**src/rtl/dsi_lanes_distributor.sv**
```systemverilog
// Spreads the 32-bit packet word stream round-robin over up to four lane FIFOs.
// Bytes are compacted by strobe, buffered, then written as wide as the lane window allows.
module dsi_lanes_distributor #(
  parameter int LANES_MAX = 4
) (
  input  logic        clk_sys,
  input  logic        rst_n,
  input  logic [31:0] iface_write_data,
  input  logic [3:0]  iface_write_strb,
  input  logic        iface_write_rqst,
  input  logic        iface_last_word,
  output logic        iface_data_rqst,
  input  logic [1:0]  reg_lanes_number,
  output logic [35:0] wr_fifo_data,
  output logic [3:0]  wr_fifo_write,
  input  logic [3:0]  wr_fifo_full,
  output logic        packet_active,
  output logic        err_strb,
  output logic [15:0] bytes_sent
);

  typedef enum logic {IDLE, ACTIVE} state_t;

  state_t          state, state_next;
  logic [3:0][7:0] hold;
  logic [2:0]      count;
  logic            pend_last;
  logic [1:0]      lane_ptr;
  logic [1:0]      n_lat;
  logic            ready_en;

  logic [2:0]      lanes, rem, m, ptr_sum;
  logic [3:0]      target;
  logic [3:0]      flag;
  logic            stall, do_write, drain_all;
  logic            accept, strb_zero, tail_flag, last_write, close_empty, err_next;
  logic [3:0][7:0] comp;
  logic [3:0][7:0] shifted;
  logic [2:0]      ccount;
  logic [1:0]      lane_ptr_next;

  // Write window: how many buffered bytes fit before the lane pointer wraps.
  always_comb begin
    lanes    = {1'b0, n_lat} + 3'd1;
    rem      = lanes - {1'b0, lane_ptr};
    m        = (count < rem) ? count : rem;
    target   = '0;
    flag     = '0;
    for (int i = 0; i < LANES_MAX; i++) begin
      target[i] = (3'(i) >= {1'b0, lane_ptr}) && (3'(i) < ({1'b0, lane_ptr} + m));
      flag[i]   = (3'(i) == ({1'b0, lane_ptr} + m - 3'd1));
    end
    stall     = |(target & wr_fifo_full);
    do_write  = (count != 3'd0) && !stall;
    drain_all = do_write && (m == count);

    iface_data_rqst = ready_en && ((count == 3'd0) || (drain_all && !pend_last));
    accept          = iface_write_rqst && iface_data_rqst;
    strb_zero       = (iface_write_strb == 4'd0);
    // An empty-strobe last word landing on a draining buffer tags the byte going out now.
    tail_flag       = accept && strb_zero && iface_last_word && (count != 3'd0);
    last_write      = drain_all && (pend_last || tail_flag);
    close_empty     = accept && strb_zero && iface_last_word && (count == 3'd0);
    err_next        = accept && strb_zero && !tail_flag;

    ptr_sum = {1'b0, lane_ptr} + m;
    if (last_write || close_empty)
      lane_ptr_next = 2'd0;
    else if (do_write)
      lane_ptr_next = (ptr_sum == lanes) ? 2'd0 : ptr_sum[1:0];
    else
      lane_ptr_next = lane_ptr;

    shifted = hold >> {m, 3'b000};
  end

  // Strobe compaction in ascending byte order.
  always_comb begin
    comp   = '0;
    ccount = 3'd0;
    for (int b = 0; b < 4; b++) begin
      if (iface_write_strb[b]) begin
        comp[ccount[1:0]] = iface_write_data[b*8 +: 8];
        ccount            = ccount + 3'd1;
      end
    end
  end

  always_comb begin
    state_next = state;
    if (last_write || close_empty)
      state_next = IDLE;
    else if (accept && (state == IDLE))
      state_next = ACTIVE;
  end

  always_ff @(posedge clk_sys or negedge rst_n) begin
    if (!rst_n) begin
      state         <= IDLE;
      hold          <= '0;
      count         <= 3'd0;
      pend_last     <= 1'b0;
      lane_ptr      <= 2'd0;
      n_lat         <= 2'd0;
      ready_en      <= 1'b0;
      wr_fifo_write <= 4'd0;
      wr_fifo_data  <= 36'd0;
      err_strb      <= 1'b0;
      bytes_sent    <= 16'd0;
    end else begin
      ready_en      <= 1'b1;
      state         <= state_next;
      err_strb      <= err_next;
      lane_ptr      <= lane_ptr_next;
      wr_fifo_write <= do_write ? target : 4'd0;

      for (int i = 0; i < LANES_MAX; i++) begin
        if (do_write && target[i])
          wr_fifo_data[i*9 +: 9] <= {last_write && flag[i], hold[2'(i) - lane_ptr]};
      end

      if (accept && !strb_zero) begin
        hold      <= comp;
        count     <= ccount;
        pend_last <= iface_last_word;
      end else if (accept) begin
        hold      <= shifted;
        count     <= 3'd0;
        pend_last <= 1'b0;
      end else if (do_write) begin
        hold  <= shifted;
        count <= count - m;
        if (last_write)
          pend_last <= 1'b0;
      end

      if (accept && (state == IDLE)) begin
        n_lat      <= reg_lanes_number;
        bytes_sent <= 16'd0;
      end else if (do_write) begin
        bytes_sent <= ({1'b0, bytes_sent} + {14'd0, m} > 17'h0FFFF) ? 16'hFFFF
                                                                     : bytes_sent + {13'd0, m};
      end
    end
  end

  assign packet_active = (state != IDLE);

endmodule
```
**config.mk**
```make
export PLATFORM = sky130hd
export DESIGN_NAME = dsi_lanes_distributor
export DESIGN_NICKNAME = d
export VERILOG_FILES = /design/src/rtl/dsi_lanes_distributor.sv
export SDC_FILE = /design/constraint.sdc
export NUM_CORES = 1
export LEC_CHECK = 0
export CAP_MARGIN = 20
export CELL_PAD_IN_SITES_DETAIL_PLACEMENT = 1
export CELL_PAD_IN_SITES_GLOBAL_PLACEMENT = 1
export CORE_MARGIN = 8
export CORE_UTILIZATION = 47
export CTS_BUF_LIST = sky130_fd_sc_hd__clkbuf_4
export DETAILED_ROUTE_END_ITERATION = 7
export MAX_ROUTING_LAYER = met4
export PLACE_DENSITY_LB_ADDON = 0.15
export REMOVE_ABC_BUFFERS = 1
export SLEW_MARGIN = 20
export SYNTH_ARGS = -nofsm -noshare
export SYNTH_HDL_FRONTEND = slang
export SYNTH_SLANG_ARGS = --single-unit
```
**constraint.sdc**
```tcl
create_clock -name clk_sys -period 11.4 [get_ports clk_sys]
set_input_delay 2.28 -clock clk_sys [delete_from_list [all_inputs] [get_ports clk_sys]]
set_output_delay 2.28 -clock clk_sys [all_outputs]
set_load 0.05 [all_outputs]
```
==> impl_metrics.py <==
# Flow results
metrics = {
    "outcome": {
        "outcome": "completed",
    },
    "cells_and_area": {
        "largest-register": "wr_fifo_data",
        "top_regs": "wr_fifo_data: 36 flops, hold: 32 flops, bytes_sent: 16 flops",
        "syn_to_final_growth_pct": 18.5,
        "final_nets": 794,
        "layout_top_cell": "clkdlybuf4s50_1",
        "final_cell_mix": "103 x clkdlybuf4s50_1, 98 x dfrtp_1, 53 x nand2_1",
        "largest_register_ffs": 36,
    },
    "global_routing": {
        "grt_util_all_layers": 0.236,
        "antenna_found_initial": 1,
        "grt_max_degree": 67,
    },
    "place": {
        "post-dp-hpwl_mm": 15.9,
        "dpl.cell_count": 895,
        "gp_congestion": 0.838,
        "placed_area_um2": 7850,
    },
    "min_path": {
        "hp-class": "reg -> reg",
    },
    "setup_path": {
        "rrSetupSlack_ns": 4.75,
        "crit_path_frequent_cell": "ha_1",
        "r2r_cells": 16,
        "start_kind": "register",
        "cp.depth": 16,
        "crit_start": "lane_ptr[0]$_DFFE_PN0P_",
        "r2r-end": "hold[12]$_DFFE_PN0P_",
        "setup.worst_path.end_class": "primary output",
        "critPathTopFamily": "AND-OR/OR-AND gates",
        "setup.worst_path.end": "iface_data_rqst",
        "critPathArrivalTime_ns": 7.01,
        "worstSetupPathType": "reg -> out",
        "critPathMaxStageDelay_ns": 1.05,
        "crit_required_ns": 9.12,
    },
    "job": {
        "drv_cap": 0,
        "warning_count": 35,
    },
    "timing": {
        "setup_tns_ns": 0,
        "setup_violations": 0,
        "holdWs_ns": 0.506,
        "worstMarginPinSlew_ns": 0.982,
        "worst_slack_ns": 2.11,
        "slew_headroom": 0.345,
        "min_period_ns": 9.29,
    },
    "clock_tree": {
        "ctsResizeCount": 0,
        "root_buffer": "clkbuf_4",
        "holdBufCountCts": 0,
        "htree_levels": 3,
        "cts_max_path_buffers": 2,
    },
    "logic_synthesis": {
        "syn_area_per_cell_um2": 10.4,
        "synth_top_cell_by_area": "dfrtp_1",
        "async_reset_ff_frac": 1.00,
        "common_cells": "99 x dfrtp_1, 53 x nand2_1, 37 x mux2_2, 37 x o21ai_0, 32 x mux4_2",
        "numSynthFlops": 99,
        "flop_cell": "dfrtp_1",
        "syn-cell-area_um2": 6780,
        "synthCells": 649,
        "synth_top_area_share": 0.365,
        "ys_cells": 649,
        "yosys_area_um2": 6780,
        "edf_count": 0,
        "yosysWarnings": 0,
        "ys_types": 71,
        "synth_top_cell_by_count": "dfrtp_1",
        "netlist_top_cells_area": "dfrtp_1 37%, mux4_2 11%, mux2_2 6.1%",
    },
    "floorplanning": {
        "rows": 44,
        "ios": 105,
        "die-area_um2": 18500,
        "initCoreUtil": 0.474,
    },
    "drt": {
        "via_per_inst": 6.35,
        "drcViolationCount": 0,
        "firstDrtPassIters": 5,
        "wl_mm": 20.9,
    },
}
-- worst min path at each step --
stage,endpoint,slack (ns),start,cells past startpoint
3_3_place_gp,wr_fifo_data[26]$_DFFE_PN0P_,0.46,wr_fifo_data[26]$_DFFE_PN0P_,1
5_1_grt,wr_fifo_data[26]$_DFFE_PN0P_,0.54,wr_fifo_data[26]$_DFFE_PN0P_,1
4_1_cts,wr_fifo_data[26]$_DFFE_PN0P_,0.51,wr_fifo_data[26]$_DFFE_PN0P_,1
6_report,wr_fifo_data[26]$_DFFE_PN0P_,0.51,wr_fifo_data[26]$_DFFE_PN0P_,1
2_1_floorplan,n_lat[1]$_DFFE_PN0P_,0.48,n_lat[1]$_DFFE_PN0P_,1
3_5_place_dp,wr_fifo_data[26]$_DFFE_PN0P_,0.48,wr_fifo_data[26]$_DFFE_PN0P_,1
-- routing by layer --
metal / vias to the layer above / routed length (um) / track usage
li1: 2651 / - / -
met1: 2960 / 9550 / 0.316
met3: 18 / 1060 / 0.0259
met5: - / 0 / -
met4: 0 / 219 / 0.0610
met2: 164 / 10100 / 0.376
-- kinds of logic after synthesis --
logic type	count (synthesis)	share of synthesized area
buf+inv	76	0.0502
compound gates	194	0.219
other cells	1	0.000553
xor+xnor	9	0.0116
fa+ha+maj	26	0.0524
simple gates	173	0.130
flops	99	0.365
mux	71	0.171
-- final cells by class --
cell class	instances	area, um^2	share of cell area
clock inverters	7	91.3	0.0114
inverters	32	123	0.0153
clock buffers	9	67.6	0.00841
flip-flops and latches	99	2480	0.309
repair buffers	106	1050	0.131
diodes	1	2.50	0.000311
multi-input cells	474	3990	0.496
well taps	184	230	0.0287
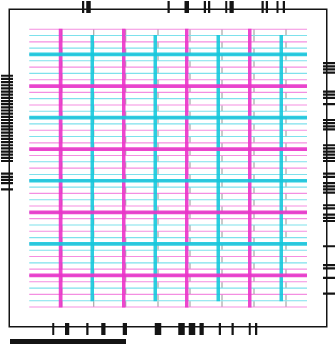
**Above:** power grid.
Bar = 50 um. Pins as bars on the die edge. Tap cells in gray.
color	net
cyan	VDD
magenta	VSS
met4 straps	8
rows	44
Core Footprint: 14300 um^2
die width: 136 um
Die H: 136 um

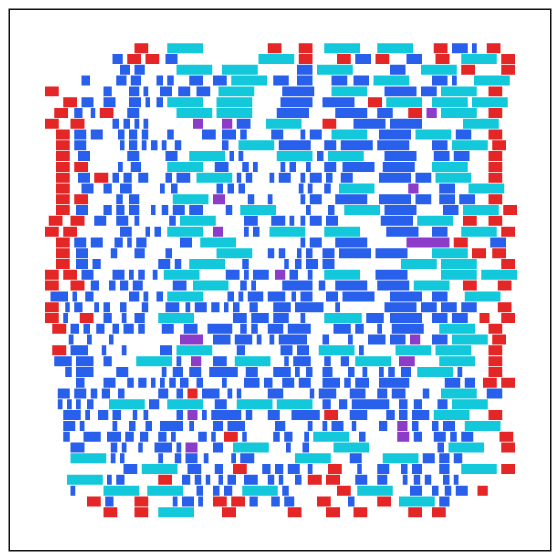
**Above:** placed cells, one color a class.
color	class	cells
blue	all other logic	506
red	other buffers and delay cells	106
cyan	flip-flops	99
purple	clock drivers and dummy loads	16
post-route cell area: 8030 um^2
Seq area share: 0.309
Final Util: 0.561

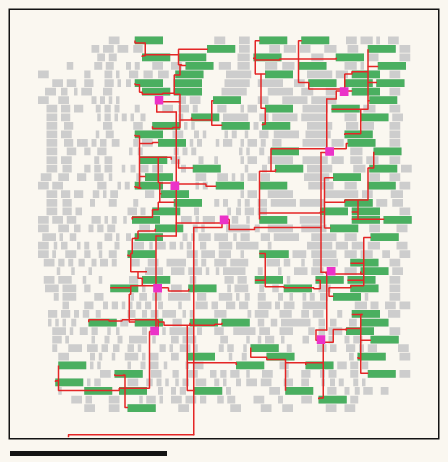
**Above:** clock distribution.
Bar = 50 um.
[green] flip-flops | count: 99
[red] clock wires | length: 1300 um
[magenta] cells driving clock nets | count: 9
routed clock nets	10
Setup Skew: 0.0331 ns
Worst-Skew Late Latency: 0.50 ns

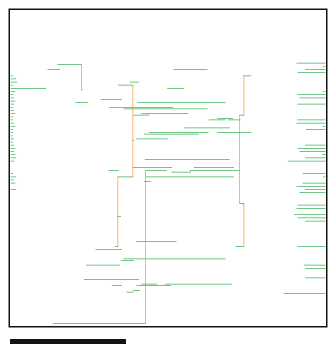
**Above:** signal wires by layer.
Bar = 50 um. Only two layers are drawn.
color	layer	wire length
orange	met4	220 um
green	met3	1060 um

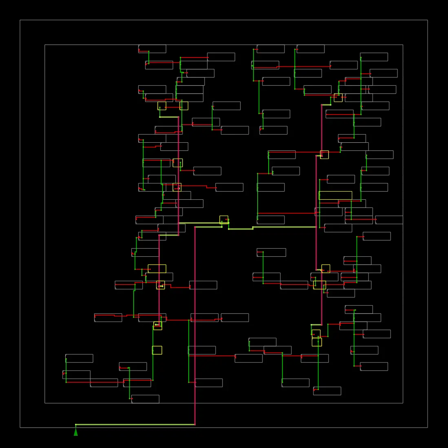
**Above:** clock routing.
clock buffer count in the final layout: 9
TritonCTS Buffers: 9
clock sinks: 99

